`config.mk`:
```
export PLATFORM = sky130hd
export DESIGN_NAME = proj3_seq_tx
export DESIGN_NICKNAME = d
export VERILOG_FILES = /design/src/rtl/proj3_seq_tx.sv
export SDC_FILE = /design/constraint.sdc
export NUM_CORES = 1
export LEC_CHECK = 0
export CORE_AREA = 5 5 62 78
export CTS_BUF_LIST = sky130_fd_sc_hd__clkbuf_8
export CTS_CLUSTER_SIZE = 40
export DETAILED_ROUTE_END_ITERATION = 7
export DIE_AREA = 0 0 67 83
export PLACE_DENSITY = 0.73
export SETUP_SLACK_MARGIN = 0.5
export SLEW_MARGIN = 20
export SYNTH_ARGS = -nofsm -noshare
export SYNTH_HDL_FRONTEND = slang
export SYNTH_SLANG_ARGS = --single-unit
```
`constraint.sdc`:
```
create_clock -name clk -period 4 [get_ports clk]
set_clock_uncertainty 0.05 [all_clocks]
set_input_delay 1 -clock clk [delete_from_list [all_inputs] [get_ports clk]]
set_output_delay 1 -clock clk [all_outputs]
set_load 0.01 [all_outputs]
```
`src/rtl/proj3_seq_tx.sv`:
```
// Burst symbol transmitter: shifts up to eight 2-bit symbols out to a sequence
// detector and records its {z1,z0} responses and the number of z1 hits.
module proj3_seq_tx (
    input  logic        clk,
    input  logic        r,
    input  logic        start,
    input  logic [2:0]  len,
    input  logic [15:0] pattern,
    input  logic        z1_in,
    input  logic        z0_in,
    output logic        x1,
    output logic        x0,
    output logic        sym_valid,
    output logic        busy,
    output logic        done,
    output logic [15:0] resp,
    output logic [3:0]  hit_cnt
);

    typedef enum logic [1:0] {
        IDLE = 2'd0,
        SEND = 2'd1,
        DONE = 2'd2
    } state_t;

    state_t      state_reg, state_next;
    logic [15:0] shift_reg, shift_next;
    logic [2:0]  cnt_reg;
    logic [15:0] resp_reg;
    logic [3:0]  hit_reg;

    // Each symbol slot takes the one behind it; the last slot is zero-filled.
    genvar gi;
    generate
        for (gi = 0; gi < 8; gi++) begin : g_shift
            if (gi < 7) begin : g_mid
                assign shift_next[15-2*gi -: 2] = shift_reg[13-2*gi -: 2];
            end else begin : g_last
                assign shift_next[15-2*gi -: 2] = 2'b00;
            end
        end
    endgenerate

    always_comb begin
        state_next = state_reg;
        case (state_reg)
            IDLE:    if (start) state_next = SEND;
            SEND:    if (cnt_reg == 3'd0) state_next = DONE;
            DONE:    state_next = IDLE;
            default: state_next = IDLE;
        endcase
    end

    always_ff @(posedge clk) begin
        if (!r) begin
            state_reg <= IDLE;
            shift_reg <= 16'h0000;
            cnt_reg   <= 3'd0;
            resp_reg  <= 16'h0000;
            hit_reg   <= 4'd0;
        end else begin
            state_reg <= state_next;
            case (state_reg)
                IDLE: begin
                    if (start) begin
                        shift_reg <= pattern;
                        cnt_reg   <= len;
                        resp_reg  <= 16'h0000;
                        hit_reg   <= 4'd0;
                    end
                end
                SEND: begin
                    shift_reg <= shift_next;
                    resp_reg  <= {resp_reg[13:0], z1_in, z0_in};
                    hit_reg   <= hit_reg + {3'b000, z1_in};
                    if (cnt_reg != 3'd0) cnt_reg <= cnt_reg - 3'd1;
                end
                default: ;
            endcase
        end
    end

    // Leftover shift bits after short bursts must not leak onto x1/x0.
    assign sym_valid = (state_reg == SEND);
    assign busy      = (state_reg == SEND);
    assign done      = (state_reg == DONE);
    assign x1        = sym_valid & shift_reg[15];
    assign x0        = sym_valid & shift_reg[14];
    assign resp      = resp_reg;
    assign hit_cnt   = hit_reg;

endmodule

```
Run 1, metal 1:
Supply wires on this layer in grey.
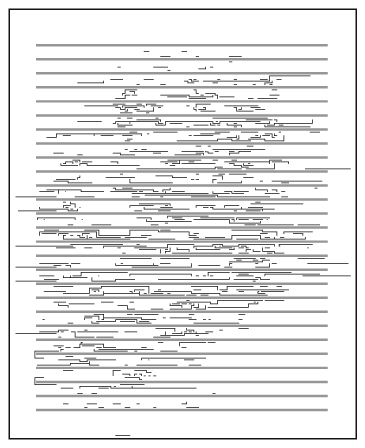
share of all routed wire = 43%
nets with wire on the layer = 238
wire length on this layer = 1,790 um
main direction = horizontal
longest straight run = 16.6 um
met1 demand-to-capacity share in global routing: 17.85%
vias after detailed routing: 1,545
WL final: 4120 um

Run 1, M2 wires:
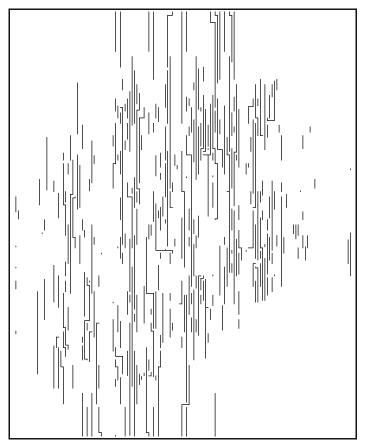
share of all routed wire = 48%
main direction = vertical
met2 Use GR: 25.94%

==> deck_impl_summary.md, run 1 <==
Key Metrics from the Run

Logic synthesis
  • Share of the yosys chip area belonging to registers: 48.09%
  • Multiplexer share of the synthesized area: 0%
  • Register bit total from synthesis: just over 40
  • Xor+xnor area frac: 0%
  • Basic Gates by Area: between 10% and 20%
  • Cells after Synth: about 200
  • Number of synthesized flops with an enable pin: 0
  • Post-synthesis instance area: approximately 1700 um^2
  • Library cell with the highest instance count after synthesis: dfxtp_1
  • Chip area estimate from yosys synthesis: between 1500 and 2000 um^2
  • Top_reg_cell synth: dfxtp_1
  • Unique cell types: 34
  • Net count after synthesis: between 200 and 250
  • Number of warning messages in the yosys log: 0
  • Proportion of register bits with asynchronous set or reset after synthesis: 0%
  • Largest cells by area after synthesis: dfxtp_1, a22oi_1, a21oi_1
  • # Cells Yosys: a little under 200
  • Mean instance size in the synthesized netlist: around 8.7 um^2
  • Synthesized-area fraction occupied by adder cells: 2.933%
  • Most numerous cell types in the synthesized netlist: dfxtp_1, a21oi_1, nor2_1, a22oi_1, o21ai_0
  • Area share, top type: between 40% and 50%
  • Aoi share: about 30%
  • Dominant combinational cell family by area after synthesis: AND-OR/OR-AND gates
  • Area leader, netlist: dfxtp_1

CTS
  • Total clock buffers created by CTS: 5
  • CTS tree: done
  • CTS clock-pin slew for the worst setup and hold paths: around 0.08 ns
  • CTS H-tree depth: 2
  • Max Root-Sink Buffers: 2
  • # Post-CTS Setup Buffers: 0
  • Number of buffers inserted by hold repair at cts: 0
  • Clock sink count: about 40
  • Post-CTS Resized: 0
  • Root buf cell: clkbuf_8
  • Clock network latency to the later pin of the worst-skew pair: between 0.2 and 0.3 ns

Critical path
  • Worst setup startpoint: state_reg[0]$_SDFFE_PN0P_
  • Startpoint kind of the worst setup timing path: flop
  • Crit path DRT: 2.95 ns
  • Arrival time at the worst endpoint: between 2 and 2.5 ns
  • Number of cells on the critical path: 4
  • Cell at the slowest stage of the critical path: dfxtp_1
  • FF-to-FF End: cnt_reg[0]$_SDFFE_PN0P_
  • R2R Setup Slk: around 2 ns
  • Max Fanout on Critical Path: 16
  • Capturing element type of the critical path: primary output
  • Kind of cell adding the most delay to the critical path: buffers and inverters
  • Number of buffer and inverter instances along the worst setup path: 2
  • Worst flop-to-flop path startpoint: state_reg[0]$_SDFFE_PN0P_
  • Slowest Stage Delay on Critical Path: 0.63 ns
  • Last element of the critical path: x1
  • Cells along the critical path: nand2b_2 > inv_2 > and2_1 > clkdlybuf4s50_1
  • Worst R2R Path Depth: 5
  • Setup Crit Path Kind: reg2out

Final timing
  • Endpoints failing setup: 0
  • Relative slew slack: between 40% and 50%
  • Final Hold Viols: 0
  • Final worst setup slack: between 0.7 and 0.8 ns
  • RSZ-0062 raised after global routing: false
  • Final period util: between 80% and 90%
  • Final-layout setup total negative slack: 0 ns
  • Maximum clock frequency: just over 0.3 GHz
  • Hold_ws: ~0.4 ns
  • Min Clock Period, post-route: about 3.3 ns
  • Final number of max-transition violations: 0

Layout
  • FF+latch count: approximately 41
  • Multi-In Gates: between 100 and 150
  • Number of non-clock buffers in the layout: roughly 51
  • Non-Clock Inverter Count: 8
  • Nets: approximately 270
  • Commonest Layout Cell: clkdlybuf4s50_1
  • Post-route standard cell area excluding fillers: between 2000 and 2500 um^2
  • Area growth syn-to-layout: 34.31%
  • Number of standard cells in the layout, taps in and fillers out: about 300
  • Most numerous logic cells after layout: clkdlybuf4s50_1, dfxtp_1, a21oi_1, nor2_1, a22oi_1
  • Fraction of area in clock buffers and inverters: around 3.8%
  • Share of layout cells above drive strength 1: 5.858%
  • Signal buf overhead: a little over a fifth
  • Number of filler instances in the final layout: between 300 and 400
  • Largest class: registers
  • Logic share of the area: 34.12%
  • Total of clock buffers placed in the layout: 6
  • Final core area utilization: a little under three fifths
  • Flip-flop and latch area: between 800 and 900 um^2
  • Seq/total area: between 30% and 40%
  • N_diodes: 0
  • Combinational gate area: 782.0 um^2

Power and ir drop
  • Clock group total power: between 0.2 and 0.3 mW
  • Total power: around 0.88 mW
  • Peak supply drop: approximately 0.00022 V
  • Clock network fraction of design power: around 30%
  • Top Consumer: sequential cells
  • Combinational Power Share: 18.5%
  • Power dissipated by switching net loads: ~0.24 mW
  • Combinational power: 0.164 mW
  • Net Sw Frac: a little over a quarter
  • Cell internal pwr: approximately 0.65 mW
  • LEAKAGE: about 0.87 nW
  • P_seq: 0.456 mW
  • Fraction of power consumed by sequential logic: about half

Floorplanning
  • Area of the core: 4001 um^2
  • Starting density of the core: a little over two fifths
  • Chip Height: just over 80 um
  • Horizontal die size: roughly 67 um
  • Total die size: roughly 5600 um^2
  • Number of tap instances: 56
  • Std-Cell Rows: 26
  • Number of top-level pins: between 40 and 50

Placed design
  • Global placement routability congestion: approximately 0.84
  • HPWL after detailed placement: approximately 2900 um
  • Total placed instance area: about 2200 um^2
  • Placed Instances: 288
  • Count of input and output buffers: 48
  • Worst slack, placed: approximately 0.85 ns

GRT
  • Met3 Use GR: under 10%
  • Overall overflow remaining after global route: 0
  • Most utilized layer in the global route result: met2
  • Vias in the first global route: approximately 1,600
  • Maximum number of pins on one net before global-route repair: 30
  • Overall Global Routing Usage: ~16%
  • Antenna violations before repair: 0
  • Global-route wire length before repair: approximately 6900 um

Drt
  • Met2 Routed Length: slightly below 2000 um
  • Vias per Instance: 5.237
  • Top Metal Used: met4
  • Routed met3 length: 297 um
  • Routed wirelength normalized by instance count: between 10 and 15 um
  • Antenna-violating nets left: 0
  • Initial DRC Count: approximately 110
  • DR DRC count: 0
  • Wire length the detailed router placed on met1: 1787 um
  • Detailed-router iteration count before antenna repair: 4

Job
  • Number of warnings in the stage logs: 26
  • Count of max-cap constraint violations: 0

Worst hold path
  • Worst min-delay path endpoint: cnt_reg[1]$_SDFFE_PN0P_
  • Hold Crit Class: reg2reg
  • Startpoint of the lowest-slack hold path: cnt_reg[1]$_SDFFE_PN0P_
  • Number of cells on the worst hold path: 2

Outcome
  • Status: finished, final reports clean
Run 1, M3 wires:
Bar = 20 um.
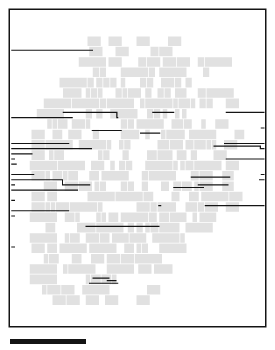
main direction = horizontal
nets with wire on the layer = 31
wire length on this layer = 297 um
share of all routed wire = 7.2%
longest straight run = 21.2 um

Run 1, clock routing:
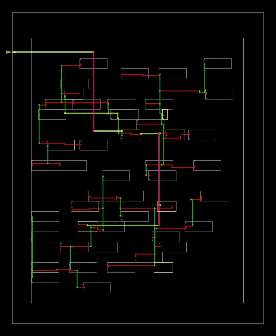

--- run 2 (diff from run 1) ---
--- a/config.mk
+++ b/config.mk
@@ -10,7 +10,7 @@
 export CTS_CLUSTER_SIZE = 40
 export DETAILED_ROUTE_END_ITERATION = 7
 export DIE_AREA = 0 0 67 83
-export PLACE_DENSITY = 0.73
+export PLACE_DENSITY = 0.76
 export SETUP_SLACK_MARGIN = 0.5
 export SLEW_MARGIN = 20
 export SYNTH_ARGS = -nofsm -noshare
==> constraint.sdc (replaced) <==
create_clock -name clk -period 2.65 [get_ports clk]
set_clock_uncertainty 0.05 [all_clocks]
set_input_delay 0.6625 -clock clk [delete_from_list [all_inputs] [get_ports clk]]
set_output_delay 0.6625 -clock clk [all_outputs]
set_load 0.01 [all_outputs]
Run 2, clock routing:
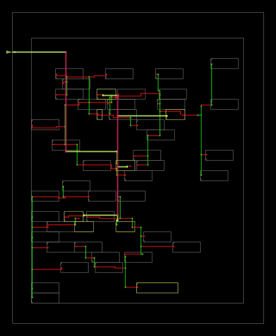
clock sink count: 41
clock network latency to the later pin of the worst-skew pair: 0.29 ns
clock group total power: 0.513 mW

==> deck_impl_summary.md, run 2 <==
Key Metrics from the Run

Outcome
  • Status: finished, final reports clean

Placed design
  • Count of input and output buffers: 48 (unchanged)
  • HPWL after detailed placement: 2814 um (-1.4%)
  • Global placement routability congestion: 0.8397 (+0.27%)
  • Worst slack, placed: 0.4098 ns (-0.4433 ns)
  • Placed Instances: 292 (+1.4%)

Floorplanning
  • Std-Cell Rows: 26 (unchanged)
  • Number of tap instances: 56 (unchanged)
  • Area of the core: 4001 um^2 (unchanged)
  • Chip Height: 83 um (unchanged)

Logic synthesis
  • Share of the yosys chip area belonging to registers: 48.09% (unchanged)
  • Dominant combinational cell family by area after synthesis: AND-OR/OR-AND gates
  • Number of synthesized flops with an enable pin: 0 (unchanged)
  • Net count after synthesis: 225 (unchanged)
  • Area share, top type: 48.09% (unchanged)
  • Area leader, netlist: dfxtp_1
  • Most numerous cell types in the synthesized netlist: dfxtp_1, a21oi_1, nor2_1, a22oi_1, o21ai_0
  • Chip area estimate from yosys synthesis: 1707 um^2 (unchanged)
  • Library cell with the highest instance count after synthesis: dfxtp_1
  • Cells after Synth: 197 (unchanged)
  • Mean instance size in the synthesized netlist: 8.663 um^2 (unchanged)

Critical path
  • Cells along the critical path: nand2b_1 > inv_4 > and2_1 > dlygate4sd2_1
  • Cell at the slowest stage of the critical path: dfxtp_1
  • Number of buffer and inverter instances along the worst setup path: 2 (unchanged)
  • Worst R2R Path Depth: 6 (+1)
  • FF-to-FF End: cnt_reg[2]$_SDFFE_PN0P_
  • Setup Crit Path Kind: reg2out
  • Max Fanout on Critical Path: 7 (-9)
  • Arrival time at the worst endpoint: 1.28 ns (-0.95 ns)
  • Slowest Stage Delay on Critical Path: 0.33 ns (-0.30 ns)
  • R2R Setup Slk: 0.93 ns (-1.08 ns)
  • Crit path DRT: 1.94 ns (-1.01 ns)

Job
  • Count of max-cap constraint violations: 0 (unchanged)
  • Number of warnings in the stage logs: 26 (unchanged)

Layout
  • Flip-flop and latch area: 820.8 um^2 (unchanged)
  • Number of standard cells in the layout, taps in and fillers out: 302 (+2.4%)
  • Area growth syn-to-layout: 38.34%
  • Signal buf overhead: 22.95% (+1.0 points)
  • Number of filler instances in the final layout: 364 (+1.4%)
  • Non-Clock Inverter Count: 8 (unchanged)
  • Logic share of the area: 33.02% (-1.1 points)
  • FF+latch count: 41 (unchanged)
  • Multi-In Gates: 132 (unchanged)
  • Final core area utilization: 59.01% (+1.7 points)
  • Fraction of area in clock buffers and inverters: 4.928% (+1.2 points)
  • Combinational gate area: 779.5 um^2 (-0.32%)

Power and ir drop
  • Clock network fraction of design power: 35.1% (+5.2 points)
  • Net Sw Frac: 25.79% (-1.1 points)
  • Fraction of power consumed by sequential logic: 46.6% (-4.9 points)
  • Power dissipated by switching net loads: 0.3762 mW (+58%)
  • Cell internal pwr: 1.083 mW (+68%)
  • Total power: 1.459 mW (+65%)

Worst hold path
  • Worst min-delay path endpoint: cnt_reg[1]$_SDFFE_PN0P_
  • Number of cells on the worst hold path: 2 (unchanged)
  • Hold Crit Class: reg2reg

GRT
  • Antenna violations before repair: 0 (unchanged)
  • Vias in the first global route: 1,507 (-4.1%)
  • Overall Global Routing Usage: 16.03% (+0.50 points)
  • Most utilized layer in the global route result: met2
  • Overall overflow remaining after global route: 0 (unchanged)
  • Met2 Use GR: 24.42% (-1.5 points)

CTS
  • Total clock buffers created by CTS: 5 (unchanged)
  • Root buf cell: clkbuf_8
  • CTS clock-pin slew for the worst setup and hold paths: 0.08 ns (about the same)
  • # Post-CTS Setup Buffers: 2 (+2)

Final timing
  • Hold_ws: 0.4225 ns (+0.01257 ns)
  • Final-layout setup total negative slack: 0 ns (unchanged)
  • RSZ-0062 raised after global routing: false
  • Final Hold Viols: 0 (unchanged)

Drt
  • Vias after detailed routing: 1,577 (+2.1%)
  • DR DRC count: 0 (unchanged)
  • Top Metal Used: met4
  • WL final: 4177 um (+1.4%)
Run 2, selected gate families:
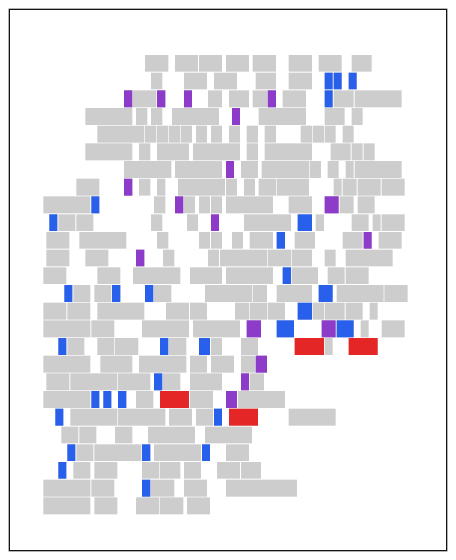
adder and majority cells -> red  # cells 4, most used ha_1
NAND gates -> purple  # cells 17, most used nand2_1
NOR gates -> blue  # cells 30, most used nor2_1, where widely spread

Run 2, metal 1:
Supply wires on this layer in grey.
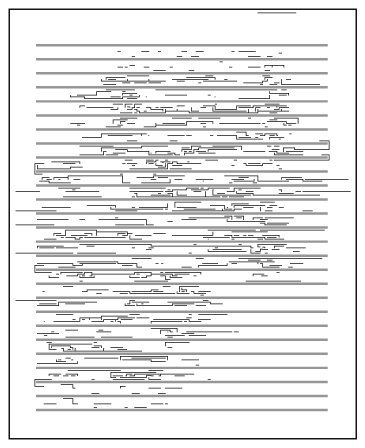

--- run 3 (diff from run 2) ---
==> constraint.sdc (replaced) <==
create_clock -name clk -period 1.8 [get_ports clk]
set_clock_uncertainty 0.05 [all_clocks]
set_input_delay 0.45 -clock clk [delete_from_list [all_inputs] [get_ports clk]]
set_output_delay 0.45 -clock clk [all_outputs]
set_load 0.01 [all_outputs]
Run 3, metal 1:
Supply wires on this layer in grey.
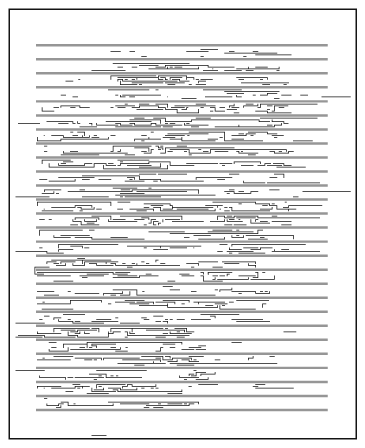
longest straight run = 20.7 um
share of all routed wire = 36%
main direction = horizontal
vias after detailed routing: 1,892
WL final: 6297 um

Run 3, clock routing:
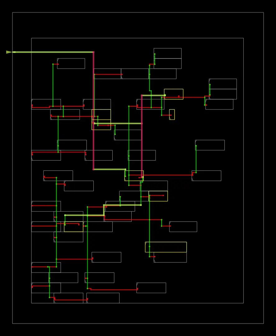
total clock buffers created by CTS: 5
clock group total power: 0.774 mW

==> deck_impl_summary.md, run 3 <==
Key Metrics from the Run

GRT
  • Overall overflow remaining after global route: 0 (unchanged)
  • Vias in the first global route: 1,729 (+15%)
  • Overall Global Routing Usage: 18.57% (+2.5 points)
  • Most utilized layer in the global route result: met2
  • Met2 Use GR: 32.47% (+8.1 points)
  • Antenna violations before repair: 0 (unchanged)
  • Met3 Use GR: 6.486%

Critical path
  • FF-to-FF End: resp[14]$_SDFFE_PN0P_
  • Number of cells on the critical path: 4
  • Worst R2R Path Depth: 8 (+2)
  • Arrival time at the worst endpoint: 1.10 ns (-0.18 ns)
  • Slowest Stage Delay on Critical Path: 0.33 ns (about the same)
  • R2R Setup Slk: 0.21 ns (-0.72 ns)
  • Crit path DRT: 1.30 ns (-0.64 ns)
  • Last element of the critical path: x1
  • Number of buffer and inverter instances along the worst setup path: 2 (unchanged)
  • Setup Crit Path Kind: reg2out
  • Max Fanout on Critical Path: 6 (-1)
  • Cell at the slowest stage of the critical path: dfxtp_2
  • Cells along the critical path: nand2b_4 > inv_8 > and2_4 > buf_6

Layout
  • Signal buf overhead: 29.10% (+6.2 points)
  • Flip-flop and latch area: 855.8 um^2 (+4.3%)
  • FF+latch count: 41 (unchanged)
  • Logic share of the area: 35.24% (+2.2 points)
  • N_diodes: 0
  • Number of filler instances in the final layout: 258 (-29%)
  • Number of standard cells in the layout, taps in and fillers out: 344 (+14%)
  • Fraction of area in clock buffers and inverters: 3.833% (-1.1 points)
  • Largest class: logic gates
  • Multi-In Gates: 133 (+0.76%)
  • Non-Clock Inverter Count: 8 (unchanged)
  • Final core area utilization: 75.86% (+17 points)
  • Combinational gate area: 1070 um^2 (+37%)
  • Area growth syn-to-layout: 77.86%

CTS
  • CTS clock-pin slew for the worst setup and hold paths: 0.08 ns (about the same)
  • CTS H-tree depth: 2
  • Post-CTS Resized: 145
  • # Post-CTS Setup Buffers: 17 (+15)
  • Clock network latency to the later pin of the worst-skew pair: 0.29 ns (about the same)
  • Number of buffers inserted by hold repair at cts: 0
  • Root buf cell: clkbuf_8
  • Clock sink count: 41 (unchanged)

Drt
  • Top Metal Used: met4
  • Initial DRC Count: just under 100
  • DR DRC count: 0 (unchanged)

Worst hold path
  • Number of cells on the worst hold path: 2 (unchanged)
  • Worst min-delay path endpoint: cnt_reg[1]$_SDFFE_PN0P_
  • Hold Crit Class: reg2reg

Outcome
  • Status: finished, final reports clean

Placed design
  • HPWL after detailed placement: 3066 um (+9.0%)
  • Global placement routability congestion: 0.8244 (-1.8%)
  • Worst slack, placed: -0.002035 ns (-0.4119 ns)
  • Placed Instances: 300 (+2.7%)
  • Count of input and output buffers: 48 (unchanged)

Final timing
  • Hold_ws: 0.4353 ns (+0.01283 ns)
  • RSZ-0062 raised after global routing: true
  • Min Clock Period, post-route: between 1.5 and 2 ns
  • Worst-Margin Slew: between 0.3 and 0.4 ns
  • Final Hold Viols: 0 (unchanged)
  • Maximum clock frequency: approximately 0.62 GHz
  • Final-layout setup total negative slack: 0 ns (unchanged)
  • Relative slew slack: between 70 and 80%

Power and ir drop
  • Clock network fraction of design power: 30.5% (-4.6 points)
  • Power dissipated by switching net loads: 0.7347 mW (+95%)
  • Fraction of power consumed by sequential logic: 40.3% (-6.3 points)
  • Net Sw Frac: 28.97% (+3.2 points)
  • Top Consumer: sequential cells
  • Total power: 2.536 mW (+74%)
  • LEAKAGE: 1.269 nW
  • Combinational power: approximately 0.74 mW
  • Cell internal pwr: 1.802 mW (+66%)

Floorplanning
  • Chip Height: 83 um (unchanged)
  • Horizontal die size: 67 um
  • Number of top-level pins: roughly 50
  • Std-Cell Rows: 26 (unchanged)
  • Number of tap instances: 56 (unchanged)
  • Area of the core: 4001 um^2 (unchanged)

Logic synthesis
  • Cells after Synth: 197 (unchanged)
  • Basic Gates by Area: about an eighth
  • Area share, top type: 48.09% (unchanged)
  • Mean instance size in the synthesized netlist: 8.663 um^2 (unchanged)
  • Net count after synthesis: 225 (unchanged)
  • Proportion of register bits with asynchronous set or reset after synthesis: 0%
  • Number of synthesized flops with an enable pin: 0 (unchanged)
  • Chip area estimate from yosys synthesis: 1707 um^2 (unchanged)
  • Area leader, netlist: dfxtp_1
  • Share of the yosys chip area belonging to registers: 48.09% (unchanged)
  • Library cell with the highest instance count after synthesis: dfxtp_1
  • Aoi share: between 20% and 30%
  • Dominant combinational cell family by area after synthesis: AND-OR/OR-AND gates
  • Most numerous cell types in the synthesized netlist: dfxtp_1, a21oi_1, nor2_1, a22oi_1, o21ai_0

Job
  • Number of warnings in the stage logs: 29 (+12%)
  • Count of max-cap constraint violations: 0 (unchanged)
Power is estimated from default activity; no workload was simulated.
